<file path="config.mk">
export PLATFORM = sky130hd
export DESIGN_NAME = seven_seg_scan_reader_flat
export DESIGN_NICKNAME = d
export VERILOG_FILES = /design/src/rtl/seven_seg_scan_reader_if.sv /design/src/rtl/seven_seg_scan_reader.sv /design/src/flat_wrapper.sv
export SDC_FILE = /design/constraint.sdc
export NUM_CORES = 1
export LEC_CHECK = 0
export CORE_MARGIN = 2
export CORE_UTILIZATION = 35
export DETAILED_ROUTE_END_ITERATION = 10
export GPL_ROUTABILITY_DRIVEN = 0
export GPL_TIMING_DRIVEN = 0
export PLACE_DENSITY = 0.63
export SYNTH_ARGS = -nofsm -noshare
export SYNTH_HDL_FRONTEND = slang
export SYNTH_SLANG_ARGS = --single-unit
export TNS_END_PERCENT = 30
</file>
<file path="constraint.sdc">
create_clock -name i_clk -period 3.1 [get_ports i_clk]
set_input_delay 0.31 -clock i_clk [delete_from_list [all_inputs] [get_ports i_clk]]
set_output_delay 0.31 -clock i_clk [all_outputs]
set_load 0.03 [all_outputs]
</file>
<file path="src/rtl/seven_seg_scan_reader_if.sv">
// rtl/seven_seg_scan_reader_if.sv - multiplexed seven-segment bus plus reassembled coordinate outputs
interface seven_seg_scan_reader_if;
    logic [6:0]  i_seg;
    logic [2:0]  i_dig_sel;
    logic [11:0] o_coord;
    logic        o_valid;
    logic        o_err;

    modport master (
        output i_seg,
        output i_dig_sel,
        input  o_coord,
        input  o_valid,
        input  o_err
    );

    modport slave (
        input  i_seg,
        input  i_dig_sel,
        output o_coord,
        output o_valid,
        output o_err
    );
endinterface

</file>
<file path="src/rtl/seven_seg_scan_reader.sv">
// rtl/seven_seg_scan_reader.sv - debounces a scanned 3-digit seven-segment bus and reassembles the 12-bit coordinate
module seven_seg_scan_reader #(
    parameter int STABLE_CNT = 4,
    parameter int TIMEOUT    = 1024
) (
    input  logic                    i_clk,
    input  logic                    i_rst_n,
    seven_seg_scan_reader_if.slave  bus
);
    typedef enum logic [1:0] {S_IDLE, S_COLLECT, S_EMIT} state_t;

    localparam logic [7:0]  C_STABLE   = 8'(STABLE_CNT);
    localparam logic [15:0] C_TMO_LAST = 16'(TIMEOUT - 1);

    state_t      r_state;
    state_t      w_state_next;
    logic [6:0]  r_seg;
    logic [2:0]  r_dig;
    logic [7:0]  r_cnt;
    logic [7:0]  w_cnt_next;
    logic [15:0] r_tmo;
    logic [2:0]  r_mask;
    logic [11:0] r_nib;
    logic [11:0] r_coord;
    logic        r_valid;
    logic        r_err;

    logic        w_onehot;
    logic        w_same;
    logic        w_acc;
    logic        w_legal;
    logic [3:0]  w_nib;
    logic [2:0]  w_mask_upd;
    logic        w_timeout;
    logic        w_valid_d;
    logic        w_err_d;

    assign w_onehot = (bus.i_dig_sel == 3'b001) || (bus.i_dig_sel == 3'b010) ||
                      (bus.i_dig_sel == 3'b100);
    assign w_same   = (bus.i_seg == r_seg) && (bus.i_dig_sel == r_dig);

    always_comb begin
        w_cnt_next = 8'd0;
        if (!w_onehot)
            w_cnt_next = 8'd0;
        else if (!w_same)
            w_cnt_next = 8'd1;
        else if (r_cnt == C_STABLE)
            w_cnt_next = C_STABLE;
        else
            w_cnt_next = r_cnt + 8'd1;
    end

    // The dwell is accepted only on the transition into saturation; EMIT never overlaps an accept.
    assign w_acc = (w_cnt_next == C_STABLE) && (r_cnt != C_STABLE) && (r_state != S_EMIT);

    // At accept time the incoming sample equals the registered one, so decode the register.
    always_comb begin
        w_legal = 1'b1;
        w_nib   = 4'h0;
        case (r_seg)
            7'b1000000: w_nib = 4'h0;
            7'b1111001: w_nib = 4'h1;
            7'b0100100: w_nib = 4'h2;
            7'b0110000: w_nib = 4'h3;
            7'b0011001: w_nib = 4'h4;
            7'b0010010: w_nib = 4'h5;
            7'b0000010: w_nib = 4'h6;
            7'b1011000: w_nib = 4'h7;
            7'b0000000: w_nib = 4'h8;
            7'b0010000: w_nib = 4'h9;
            7'b0001000: w_nib = 4'hA;
            7'b0000011: w_nib = 4'hB;
            7'b1000110: w_nib = 4'hC;
            7'b0100001: w_nib = 4'hD;
            7'b0000110: w_nib = 4'hE;
            7'b0001110: w_nib = 4'hF;
            default:    w_legal = 1'b0;
        endcase
    end

    assign w_mask_upd = r_mask | r_dig;
    assign w_timeout  = (r_state == S_COLLECT) && (r_tmo == C_TMO_LAST);

    always_ff @(posedge i_clk) begin
        if (!i_rst_n)
            r_state <= S_IDLE;
        else
            r_state <= w_state_next;
    end

    always_comb begin
        w_state_next = r_state;
        case (r_state)
            S_IDLE: begin
                if (w_acc && w_legal)
                    w_state_next = S_COLLECT;
            end
            S_COLLECT: begin
                if (w_acc)
                    w_state_next = !w_legal ? S_IDLE :
                                   (w_mask_upd == 3'b111) ? S_EMIT : S_COLLECT;
                else if (w_timeout)
                    w_state_next = S_IDLE;
            end
            S_EMIT:  w_state_next = S_IDLE;
            default: w_state_next = S_IDLE;
        endcase
    end

    always_comb begin
        w_valid_d = (r_state == S_EMIT);
        w_err_d   = w_acc && !w_legal;
    end

    always_ff @(posedge i_clk) begin
        if (!i_rst_n) begin
            r_seg   <= 7'h7F;
            r_dig   <= 3'b000;
            r_cnt   <= 8'd0;
            r_tmo   <= 16'd0;
            r_mask  <= 3'b000;
            r_nib   <= 12'h000;
            r_coord <= 12'h000;
            r_valid <= 1'b0;
            r_err   <= 1'b0;
        end else begin
            r_seg   <= bus.i_seg;
            r_dig   <= bus.i_dig_sel;
            r_cnt   <= w_cnt_next;
            r_valid <= w_valid_d;
            r_err   <= w_err_d;

            if ((r_state == S_COLLECT) && !w_acc)
                r_tmo <= r_tmo + 16'd1;
            else
                r_tmo <= 16'd0;

            if ((r_state == S_EMIT) || (w_acc && !w_legal) || (w_timeout && !w_acc))
                r_mask <= 3'b000;
            else if (w_acc)
                r_mask <= w_mask_upd;

            if (w_acc && w_legal) begin
                if (r_dig[0]) r_nib[3:0]  <= w_nib;
                if (r_dig[1]) r_nib[7:4]  <= w_nib;
                if (r_dig[2]) r_nib[11:8] <= w_nib;
            end

            if (r_state == S_EMIT)
                r_coord <= r_nib;
        end
    end

    assign bus.o_coord = r_coord;
    assign bus.o_valid = r_valid;
    assign bus.o_err   = r_err;
endmodule

</file>
<file path="src/flat_wrapper.sv">
// flat-port wrapper written by rule: the top's interface ports become plain ports
module seven_seg_scan_reader_flat 
#(
    parameter int STABLE_CNT = 4,
    parameter int TIMEOUT    = 1024
)
  (i_clk, i_rst_n, bus_i_seg, bus_i_dig_sel, bus_o_coord, bus_o_valid, bus_o_err);
  seven_seg_scan_reader_if bus_i ();
  input  logic i_clk;
  input  logic i_rst_n;
  input wire logic [$bits(bus_i.i_seg)-1:0] bus_i_seg;
  input wire logic [$bits(bus_i.i_dig_sel)-1:0] bus_i_dig_sel;
  output wire logic [$bits(bus_i.o_coord)-1:0] bus_o_coord;
  output wire logic [$bits(bus_i.o_valid)-1:0] bus_o_valid;
  output wire logic [$bits(bus_i.o_err)-1:0] bus_o_err;
  assign bus_i.i_seg = bus_i_seg;
  assign bus_i.i_dig_sel = bus_i_dig_sel;
  assign bus_o_coord = bus_i.o_coord;
  assign bus_o_valid = bus_i.o_valid;
  assign bus_o_err = bus_i.o_err;
  seven_seg_scan_reader #(.STABLE_CNT(STABLE_CNT), .TIMEOUT(TIMEOUT)) u_core (.i_clk(i_clk), .i_rst_n(i_rst_n), .bus(bus_i));
endmodule
</file>
### Metal 4

Supply wires on this layer in gray. Cells faint in the background.
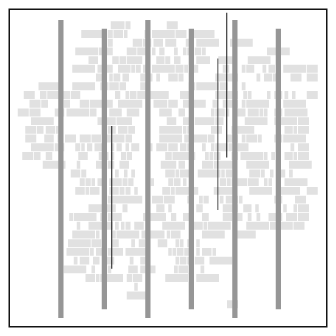
share of all routed wire	2.1%
main direction	vertical
wire length on this layer	136 µm
longest straight run	46.9 µm
nets with wire on the layer	2
total routed wirelength: 6435 µm
total number of vias: 2539

### M2 wires

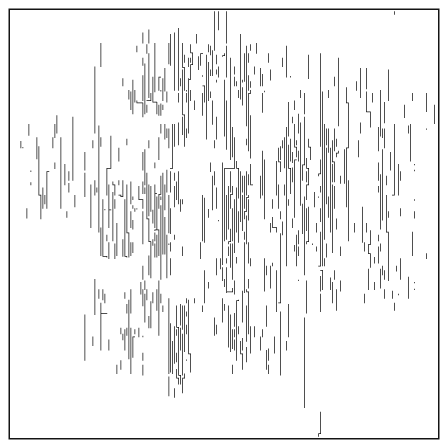
main direction	vertical
nets with wire on the layer	331

### M1 wires

Supply wires on this layer in gray.
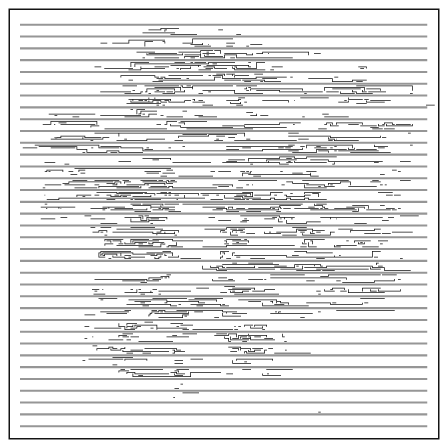
main direction	horizontal
wire length on this layer	3260 µm
nets with wire on the layer	377
longest straight run	34.5 µm

==> run_results.csv <==
group,metric,value,unit
status,outcome,"completed",
critical_path,worstRegToRegCells,9,
clocking,clock_path_buffers,2,
critical_path,cp-end-kind,"flip-flop",
finish,regMostFlops,"u_core.r_tmo",
finish,logic_area,0.001712,mm²
placed_design,placed_cells,490,
finish,areaGrowthSynthToFinish,18.86,%
finish,largest_reg_flops,16,
critical_path,worst_r2r_endpoint,"u_core.r_tmo[12]",
power,vdd_drop_max,166.2,µV
power,finalPower,1.692,mW
finish,mostFrequentLayoutCells,"dfxtp_1, nand2_1, nor2_1, clkdlybuf4s50_1, xor2_1",
detailed_routing,routedWlPerCell,12.72,µm
final_timing,tns,0,ns
finish,clock_buffer_count,10,
global_routing,grt_pass1_wl,10760,µm
power,pg_seq,0.853,mW
synth,synthTopLogicFamily,"simple AND/OR/NAND/NOR gates",
finish,flop_area,0.001301,mm²
detailed_routing,route.detailed.drc,0,
clocking,cts.sinks,65,
placed_design,io_buffer_count,25,
global_routing,use_met2,20.57,%
synth,simple_gate_area_share,30.72,%
critical_path,cp_max_fo,10,
finish,sh_comb_area,45.98,%
detailed_routing,top_layer_used,"met4",
floorplanning,die_y,98.60,µm
final_timing,setup_viol,0,
finish,sh_seq_area,34.96,%
clocking,cts_buffers,9,
synth,synth_top_cell_by_count,"dfxtp_1",
synth,netlist_area,0.003132,mm²
power,swShare,24.34,%
detailed_routing,drtAntennaViolNets,0,
finish,dominant-cell-class,"logic gates",
synth,yosysTopAreaCellShare,41.55,%
critical_path,critPathMostFrequentCell,"buf_2",
detailed_routing,met2WireLength,2770,µm
worst_hold_path,worstHoldStart,"u_core.r_tmo[0]",
global_routing,overflow,0,
synth,yosys.stat.seqShare,41.55,%
power,comb_cell_power,0.0968,mW
clocking,clkLatencyLatePin,0.36,ns
Power and IR drop assume default switching activity.
